--- src/rtl/uart_tx_arbiter_if.sv ---
// +--------------------------------------------------------------------------+
// | Module      : uart_tx_arbiter_if                                         |
// | Description : Request/grant and serializer handshake bundle for          |
// |               uart_tx_arbiter.                                           |
// |   req[NUM_REQ]        level request per requester                        |
// |   data_in[NUM_REQ*8]  requester i byte on bits [8i+7:8i]                 |
// |   grant[NUM_REQ]      one-hot grant pulse, byte captured that cycle      |
// |   tx_load             one-cycle load pulse to the serializer             |
// |   tx_frame[11]        frame presented to the serializer (LSB first)      |
// |   tx_done             completion pulse from the serializer               |
// |   busy                arbiter is not idle                                |
// |   timeout_err         one-cycle pulse on a frame abort                   |
// | Modports    : master = clients + serializer side, slave = arbiter        |
// | Revision    : 1.0 - initial release                                      |
// +--------------------------------------------------------------------------+
`default_nettype none

interface uart_tx_arbiter_if #(
  parameter int NUM_REQ = 4
);
  logic [NUM_REQ-1:0]   req;
  logic [NUM_REQ*8-1:0] data_in;
  logic [NUM_REQ-1:0]   grant;
  logic                 tx_load;
  logic [10:0]          tx_frame;
  logic                 tx_done;
  logic                 busy;
  logic                 timeout_err;

  modport master (
    output req, data_in, tx_done,
    input  grant, tx_load, tx_frame, busy, timeout_err
  );

  modport slave (
    input  req, data_in, tx_done,
    output grant, tx_load, tx_frame, busy, timeout_err
  );
endinterface

`default_nettype wire

--- src/rtl/uart_tx_arbiter.sv ---
// +--------------------------------------------------------------------------+
// | Module      : uart_tx_arbiter                                            |
// | Description : Round-robin arbiter sharing one UART tx serializer among   |
// |               NUM_REQ byte requesters. Builds the 11-bit frame, pulses   |
// |               tx_load, waits for tx_done (with timeout), then enforces   |
// |               an idle gap before the next arbitration.                   |
// | Ports       : clk   - system clock, rising edge                          |
// |               reset - asynchronous, active-low reset                     |
// |               bus   - uart_tx_arbiter_if.slave (req/data_in/grant,       |
// |                       tx_load/tx_frame/tx_done, busy, timeout_err)       |
// | Options     : UART_TX_PARITY_EN - frame bit9 carries even parity of the  |
// |               data byte; otherwise bit9 is a second stop bit.            |
// | Revision    : 1.0 - initial release                                      |
// +--------------------------------------------------------------------------+
`default_nettype none

module uart_tx_arbiter #(
  parameter int NUM_REQ        = 4,
  parameter int GAP_CYCLES     = 16,
  parameter int TIMEOUT_CYCLES = 4096
) (
  input wire clk,
  input wire reset,
  uart_tx_arbiter_if.slave bus
);

  localparam int CNT_MAX = (TIMEOUT_CYCLES > GAP_CYCLES) ? TIMEOUT_CYCLES : GAP_CYCLES;
  localparam int CNT_W   = $clog2(CNT_MAX + 1);
  localparam int PTR_W   = $clog2(NUM_REQ);

  localparam logic [CNT_W-1:0]   TIMEOUT_LAST = CNT_W'(TIMEOUT_CYCLES - 1);
  localparam logic [CNT_W-1:0]   GAP_LAST     = CNT_W'(GAP_CYCLES - 1);
  localparam logic [PTR_W:0]     NUM_REQ_W    = (PTR_W+1)'(NUM_REQ);
  localparam logic [PTR_W-1:0]   PTR_LAST     = PTR_W'(NUM_REQ - 1);
  localparam logic [NUM_REQ-1:0] GRANT_ONE    = NUM_REQ'(1);

  typedef enum logic [2:0] {
    IDLE      = 3'd0,
    GRANT     = 3'd1,
    LOAD      = 3'd2,
    WAIT_DONE = 3'd3,
    GAP       = 3'd4
  } state_t;

  state_t               state;
  state_t               state_nxt;
  logic [PTR_W-1:0]     rr_ptr;
  logic [PTR_W-1:0]     sel;
  logic [PTR_W-1:0]     sel_q;
  logic [PTR_W-1:0]     sel_off;
  logic [PTR_W:0]       sel_sum;
  logic [2*NUM_REQ-1:0] req_rot;
  logic [CNT_W-1:0]     cnt;
  logic [10:0]          frame_q;
  logic [7:0]           byte_sel;
  logic                 bit9;
  logic                 timeout_hit;

  // Rotating the doubled request vector right by rr_ptr puts requester
  // rr_ptr at bit 0, so the lowest set bit is the round-robin winner offset.
  assign req_rot = {bus.req, bus.req} >> rr_ptr;

  always_comb begin
    sel_off = '0;
    for (int i = NUM_REQ - 1; i >= 0; i--) begin
      if (req_rot[i]) sel_off = PTR_W'(i);
    end
    sel_sum = {1'b0, rr_ptr} + {1'b0, sel_off};
    sel     = (sel_sum >= NUM_REQ_W) ? PTR_W'(sel_sum - NUM_REQ_W) : PTR_W'(sel_sum);
  end

  assign byte_sel = bus.data_in[{sel_q, 3'b000} +: 8];

`ifdef UART_TX_PARITY_EN
  assign bit9 = ^byte_sel;
`else
  assign bit9 = 1'b1;
`endif

  always_comb begin
    state_nxt   = state;
    timeout_hit = 1'b0;
    case (state)
      IDLE:      if (|bus.req) state_nxt = GRANT;
      GRANT:     state_nxt = LOAD;
      LOAD:      state_nxt = WAIT_DONE;
      WAIT_DONE: begin
        // A completion arriving on the last allowed cycle beats the timeout.
        if (bus.tx_done) begin
          state_nxt = GAP;
        end else if (cnt == TIMEOUT_LAST) begin
          timeout_hit = 1'b1;
          state_nxt   = GAP;
        end
      end
      GAP:       if (cnt == GAP_LAST) state_nxt = IDLE;
      default:   state_nxt = IDLE;
    endcase
  end

  always_ff @(posedge clk or negedge reset) begin
    if (!reset) begin
      state   <= IDLE;
      rr_ptr  <= '0;
      sel_q   <= '0;
      cnt     <= '0;
      frame_q <= 11'h7FF;
    end else begin
      state <= state_nxt;
      // Only the value latched on the IDLE exit cycle is ever used, which
      // freezes the winner against req changes during GRANT.
      if (state == IDLE) sel_q <= sel;
      if (state == GRANT) begin
        frame_q <= {1'b1, bit9, byte_sel, 1'b0};
        rr_ptr  <= (sel_q == PTR_LAST) ? '0 : sel_q + PTR_W'(1);
      end
      // Shared counter restarts on every state change, so WAIT_DONE and GAP
      // both count from zero on entry.
      if (state_nxt != state) begin
        cnt <= '0;
      end else if (state == WAIT_DONE || state == GAP) begin
        cnt <= cnt + CNT_W'(1);
      end
    end
  end

  assign bus.grant       = (state == GRANT) ? (GRANT_ONE << sel_q) : '0;
  assign bus.tx_load     = (state == LOAD);
  assign bus.tx_frame    = frame_q;
  assign bus.busy        = (state != IDLE);
  assign bus.timeout_err = timeout_hit;

endmodule

`default_nettype wire

--- src/flat_wrapper.sv ---
// flat-port wrapper written by rule: the top's interface ports become plain ports
module uart_tx_arbiter_flat 
#(
  parameter int NUM_REQ        = 4,
  parameter int GAP_CYCLES     = 16,
  parameter int TIMEOUT_CYCLES = 4096
)
  (clk, reset, bus_req, bus_data_in, bus_tx_done, bus_grant, bus_tx_load, bus_tx_frame, bus_busy, bus_timeout_err);
  uart_tx_arbiter_if #(.NUM_REQ(NUM_REQ)) bus_i ();
  input wire clk;
  input wire reset;
  input wire logic [$bits(bus_i.req)-1:0] bus_req;
  input wire logic [$bits(bus_i.data_in)-1:0] bus_data_in;
  input wire logic [$bits(bus_i.tx_done)-1:0] bus_tx_done;
  output wire logic [$bits(bus_i.grant)-1:0] bus_grant;
  output wire logic [$bits(bus_i.tx_load)-1:0] bus_tx_load;
  output wire logic [$bits(bus_i.tx_frame)-1:0] bus_tx_frame;
  output wire logic [$bits(bus_i.busy)-1:0] bus_busy;
  output wire logic [$bits(bus_i.timeout_err)-1:0] bus_timeout_err;
  assign bus_i.req = bus_req;
  assign bus_i.data_in = bus_data_in;
  assign bus_i.tx_done = bus_tx_done;
  assign bus_grant = bus_i.grant;
  assign bus_tx_load = bus_i.tx_load;
  assign bus_tx_frame = bus_i.tx_frame;
  assign bus_busy = bus_i.busy;
  assign bus_timeout_err = bus_i.timeout_err;
  uart_tx_arbiter #(.NUM_REQ(NUM_REQ), .GAP_CYCLES(GAP_CYCLES), .TIMEOUT_CYCLES(TIMEOUT_CYCLES)) u_core (.clk(clk), .reset(reset), .bus(bus_i));
endmodule
--- config.mk ---
export PLATFORM = sky130hd
export DESIGN_NAME = uart_tx_arbiter_flat
export DESIGN_NICKNAME = d
export VERILOG_FILES = /design/src/rtl/uart_tx_arbiter_if.sv /design/src/rtl/uart_tx_arbiter.sv /design/src/flat_wrapper.sv
export SDC_FILE = /design/constraint.sdc
export NUM_CORES = 1
export LEC_CHECK = 0
export ABC_CLOCK_PERIOD_IN_PS = 1800
export CAP_MARGIN = 15
export CELL_PAD_IN_SITES_DETAIL_PLACEMENT = 1
export CELL_PAD_IN_SITES_GLOBAL_PLACEMENT = 1
export CORE_ASPECT_RATIO = 1.2
export CORE_MARGIN = 2
export CORE_UTILIZATION = 33
export DETAILED_ROUTE_END_ITERATION = 10
export GPL_TIMING_DRIVEN = 0
export PLACE_DENSITY_LB_ADDON = 0.1
export RECOVER_POWER = 25
export SYNTH_ARGS = -nofsm -noshare
export SYNTH_HDL_FRONTEND = slang
export SYNTH_SLANG_ARGS = --single-unit
--- constraint.sdc ---
create_clock -name clk -period 1.8 [get_ports clk]
set_input_delay 0.36 -clock clk [delete_from_list [all_inputs] [get_ports clk]]
set_output_delay 0.36 -clock clk [all_outputs]
set_load 0.01 [all_outputs]
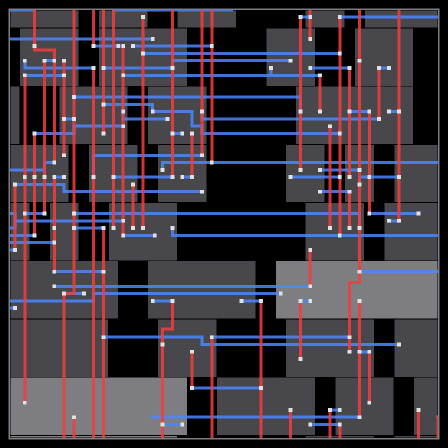
**Above:** run 1 (layout detail).
Window x 46 to 66, y 57 to 77 um. Cells in gray, sequential cells in the stronger gray; small squares are vias.
Key: met1 = blue; met2 = red
Netlist names of flops here include u_core.rr_ptr (1), u_core.sel_q (1). 25 logic cells have their middle in the window. Most frequent: buf_4 (3), nor2b_1 (2). Sequential cells in the window: 2.

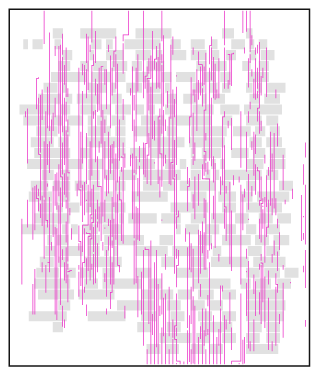
**Above:** run 1 (signal wires on met2).
Drawn at 4 px/um. Cells faint in the background.
The layer holds 58% of the routed length. The wires run mostly vertical.
vias: 1835
GR met2 Demand/Resource: 38.9%
final wirelength: 6520 um

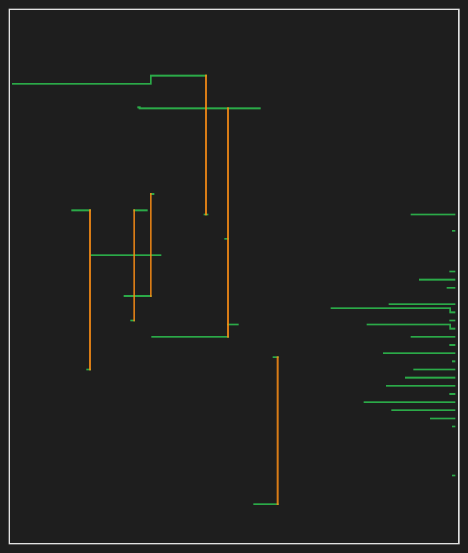
**Above:** run 1 (signal wires by layer).
Drawn at 6 px/um. Only two layers are drawn.
Key: met4 = orange [wire length 148 um]; met3 = green [wire length 234 um]

==> results_dict.tcl, run 1 <==
# yosys + openroad results
set metrics [dict create \
    avgSynthCellArea_sq_um 11.3 \
    fillCellCount 590 \
    p_per_area_nw_per_um2 1360 \
    grtUsageTotal_pct 19.5 \
    layout-drive-gt1-share_pct 49.3 \
    finish.net_count 318 \
    grt_max_degree 17 \
    pwr-share-seq_pct 22.8 \
    arrival_ns 1.55 \
    stdcell_count 354 \
    seq_area_frac_synth_pct 37.3 \
    antenna_found_initial 0 \
    fin_worst_skew_ns 0.00813 \
    powerSeq_mw 1.03 \
    cts-root-buf "clkbuf_8" \
    grt_pass1_wl_um 9690 \
    cts_tree "yes" \
    setup_slack_ns -0.113 \
    xor_area_share_pct 4.87 \
    synthTopCellsByArea "dfrtp_1 25%, dfstp_2 12%, mux4_2 9.1%" \
    finalSetupViolations 16 \
    drt_iter0_drc 33 \
    intPower_mw 2.87 \
    h-tree-depth 2 \
    p_sw_share_pct 36.8 \
    drtPass1Iterations 4 \
    timing.final.crit_period_ns 1.91 \
    final_cell_mix "42 x clkdlybuf4s50_1, 33 x buf_4, 17 x dfrtp_1" \
    drc_errors 0 \
    warnings 32 \
    path_clk_slew_ns 0.07 \
    postRouteAntennaNets 0 \
    clock_path_buffers 2 \
    top_level_ports 57 \
    die_y_um 88.8 \
    fmax_mhz 523 \
    violations "setup timing" \
    pg_clk_mw 0.705 \
    outcome "complete, but fails checks" \
    ir_drop_uv 673 \
    power_leader "combinational logic" \
    synth.cellmix.adderShare_pct 3.80 \
    yosysTopAreaCellShare_pct 25.3 \
    dp_hpwl_um 4350 \
    die_area_sq_um 6630 \
    yosys_cells 175 \
    pre_cts_ws_ns -0.775 \
    crit_path_start_kind "flip-flop" \
]
run 1: critical path, cell delays in order (launching register included):
cell	delay [ns]
dfrtp_1	0.38
ha_2	0.20
nand4b_1	0.20
nor3_4	0.19
nor3b_2	0.17
buf_2	0.15
run 1: worst paths after layout:
kind | slack [ns] | cells past startpoint | endpoint | start
worst max-delay path | -0.11 | 5 | bus_timeout_err | u_core.cnt[0]
worst min-delay path | 0.48 | 1 | u_core.bus.tx_frame[0] | u_core.bus.tx_frame[0]
worst max register to register | -0.06 | 7 | u_core.cnt[5] | u_core.cnt[0]
worst min register to register | 0.48 | 1 | u_core.bus.tx_frame[0] | u_core.bus.tx_frame[0]
max in group asynchronous | 0.53 | 2 | u_core.bus.tx_frame[2] | reset
min in group asynchronous | 0.63 | 1 | u_core.cnt[2] | reset
run 1: what timing repair did:
action / 4_1_cts / 5_1_grt
endpoints found under the hold margin: 0 / 0
gates resized: 63 / 45
setup endpoints to repair: 26 / 20
buffers inserted: 22 / 12
pin swaps: 12 / 21
gates cloned: 0 / 2
run 1: per-layer routing:
layer  global-route usage (%)  vias to the layer above  wire (um)
met5                        0                        -          0
met4                     5.84                        0        147
met3                     3.76                       14        233
met2                     38.9                       38       3760
met1                     20.0                      933       2380
li1                         -                      850          -
run 1: layout make-up:
type / count / area [sq um] / share of cell area (%)
plain buffers: 12 / 146 / 4.38
clock buffers: 7 / 86.3 / 2.58
clock inverters: 1 / 30.0 / 0.898
inverters: 7 / 26.3 / 0.785
multi-input cells: 127 / 1360 / 40.7
flip-flops and latches: 29 / 741 / 22.1
well taps: 80 / 100 / 2.99
repair buffers: 91 / 853 / 25.5
run 1: flip-flops by register name, summed over array words and instances, names as in the netlist:
register	cells
u_core.rr_ptr	2
u_core.bus.tx_frame	9
u_core.state	3
u_core.sel_q	2
u_core.cnt	13
==> run 2: changes to the inputs <==
--- a/config.mk
+++ b/config.mk
@@ -16,6 +16,7 @@
 export GPL_TIMING_DRIVEN = 0
 export PLACE_DENSITY_LB_ADDON = 0.1
 export RECOVER_POWER = 25
+export SLEW_MARGIN = 25
 export SYNTH_ARGS = -nofsm -noshare
 export SYNTH_HDL_FRONTEND = slang
 export SYNTH_SLANG_ARGS = --single-unit
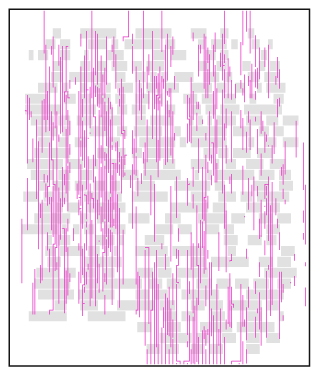
**Above:** run 2 (signal wires on met2).
Drawn at 4 px/um. Cells faint in the background.
The layer carries 3620 um of wire. 295 nets have wire on it. The layer holds 58% of the routed length.

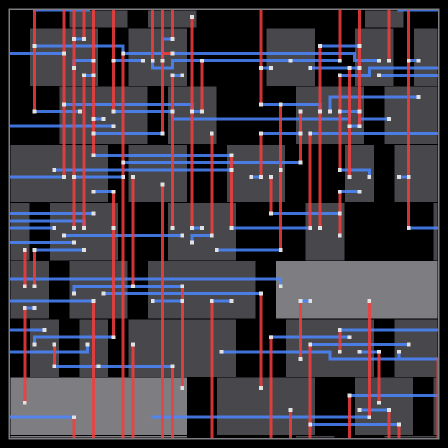
**Above:** run 2 (layout detail).
Window x 46 to 66, y 57 to 77 um. Cells in gray, sequential cells in the stronger gray; small squares are vias.
Key: met2 = red; met1 = blue
Sequential cells in the window: 2. 27 logic cells have their middle in the window. Netlist names of flops here include u_core.rr_ptr (1), u_core.sel_q (1). Most frequent: buf_4 (3), clkbuf_8 (2), nor2b_1 (2).

==> results_dict.tcl, run 2 <==
# yosys + openroad results
set metrics [dict create \
    synthTopCellsByArea "dfrtp_1 25%, dfstp_2 12%, mux4_2 9.1%" \
    arrival_ns 1.52 \
    grt_pass1_wl_um 9250 \
    cap_violations 1 \
    yosysTopAreaCellShare_pct 25.3 \
    dp_hpwl_um 4210 \
    cts_setup_buffers 23 \
    warnings 32 \
    outcome "complete, but fails checks" \
    violations "capacitance limit, slew limit, setup timing" \
    postCtsResizedCells 63 \
    setup_slack_ns -0.0850 \
    yosys_cells 175 \
    regMostFlops "u_core.cnt" \
    finish.net_count 318 \
    fillCellCount 618 \
    path_clk_slew_ns 0.07 \
    postRouteAntennaNets 0 \
    clock_path_buffers 2 \
    slew_viol_final 30 \
    finalSetupViolations 15 \
    drt_iter0_drc 65 \
    pg_clk_mw 0.601 \
    cts_tree "yes" \
    pre_cts_ws_ns -0.759 \
    p_sw_share_pct 36.8 \
    powerSeq_mw 1.03 \
    grtUsageTotal_pct 18.6 \
    die_area_sq_um 6630 \
]
[run 2: cell counts after synthesis]
No cell type changed its count.
[run 2: final timing paths]
check | slack (ns) | depth (start not counted) | to | start
worst max-delay path | -0.08 | 5 | bus_timeout_err | u_core.cnt[0]
worst min-delay path | 0.49 | 1 | u_core.cnt[2] | reset
worst max register to register | -0.06 | 7 | u_core.cnt[6] | u_core.cnt[1]
worst min register to register | 0.49 | 1 | u_core.bus.tx_frame[0] | u_core.bus.tx_frame[0]
max in group asynchronous | 0.24 | 1 | u_core.rr_ptr[1] | reset
min in group clk | 0.49 | 1 | u_core.bus.tx_frame[0] | u_core.bus.tx_frame[0]
[run 2: through the flow]
step	util, %	instances
floorplan	-	176
global route	56.8	354
CTS	52.6	340
finish	56.8	354
global placement	46.2	310
detailed placement	46.1	310
[run 2: cell families after synthesis]
group	synth area share, %
DFF	37.3
xor gates and xnor gates	4.87
buffers and inverters	6.01
adders and majority gates	3.79
and+or+nand+nor	18.2
other	0.190
AOI/OAI and AO/OA	14.4
muxes	15.3
[run 2: per-layer routing]
layer	global-route usage [%]	vias up	routed length, um
li1	-	848	-
met1	19.3	908	2320
met2	36.4	38	3620
met3	3.53	7	237
met4	6.82	0	78
met5	0	-	0
[run 2: critical path: stages (launching register included)]
cell	delay (ns)
dfrtp_1	0.38
ha_2	0.19
nand4b_1	0.19
nor3_4	0.18
nor3b_2	0.17
buf_2	0.14
[run 2: layout make-up]
type | instances | area [sq um] | share of cell area, %
buffer | 12 | 141 | 4.36
clock buffer | 7 | 96.3 | 2.97
clock inverter | 1 | 5.00 | 0.154
inverter | 7 | 26.3 | 0.811
multi-input combinational | 127 | 1320 | 40.7
sequential | 29 | 741 | 22.9
tap | 80 | 100 | 3.09
timing repair buffer | 91 | 812 | 25.1
Power is estimated from default activity; no workload was simulated.
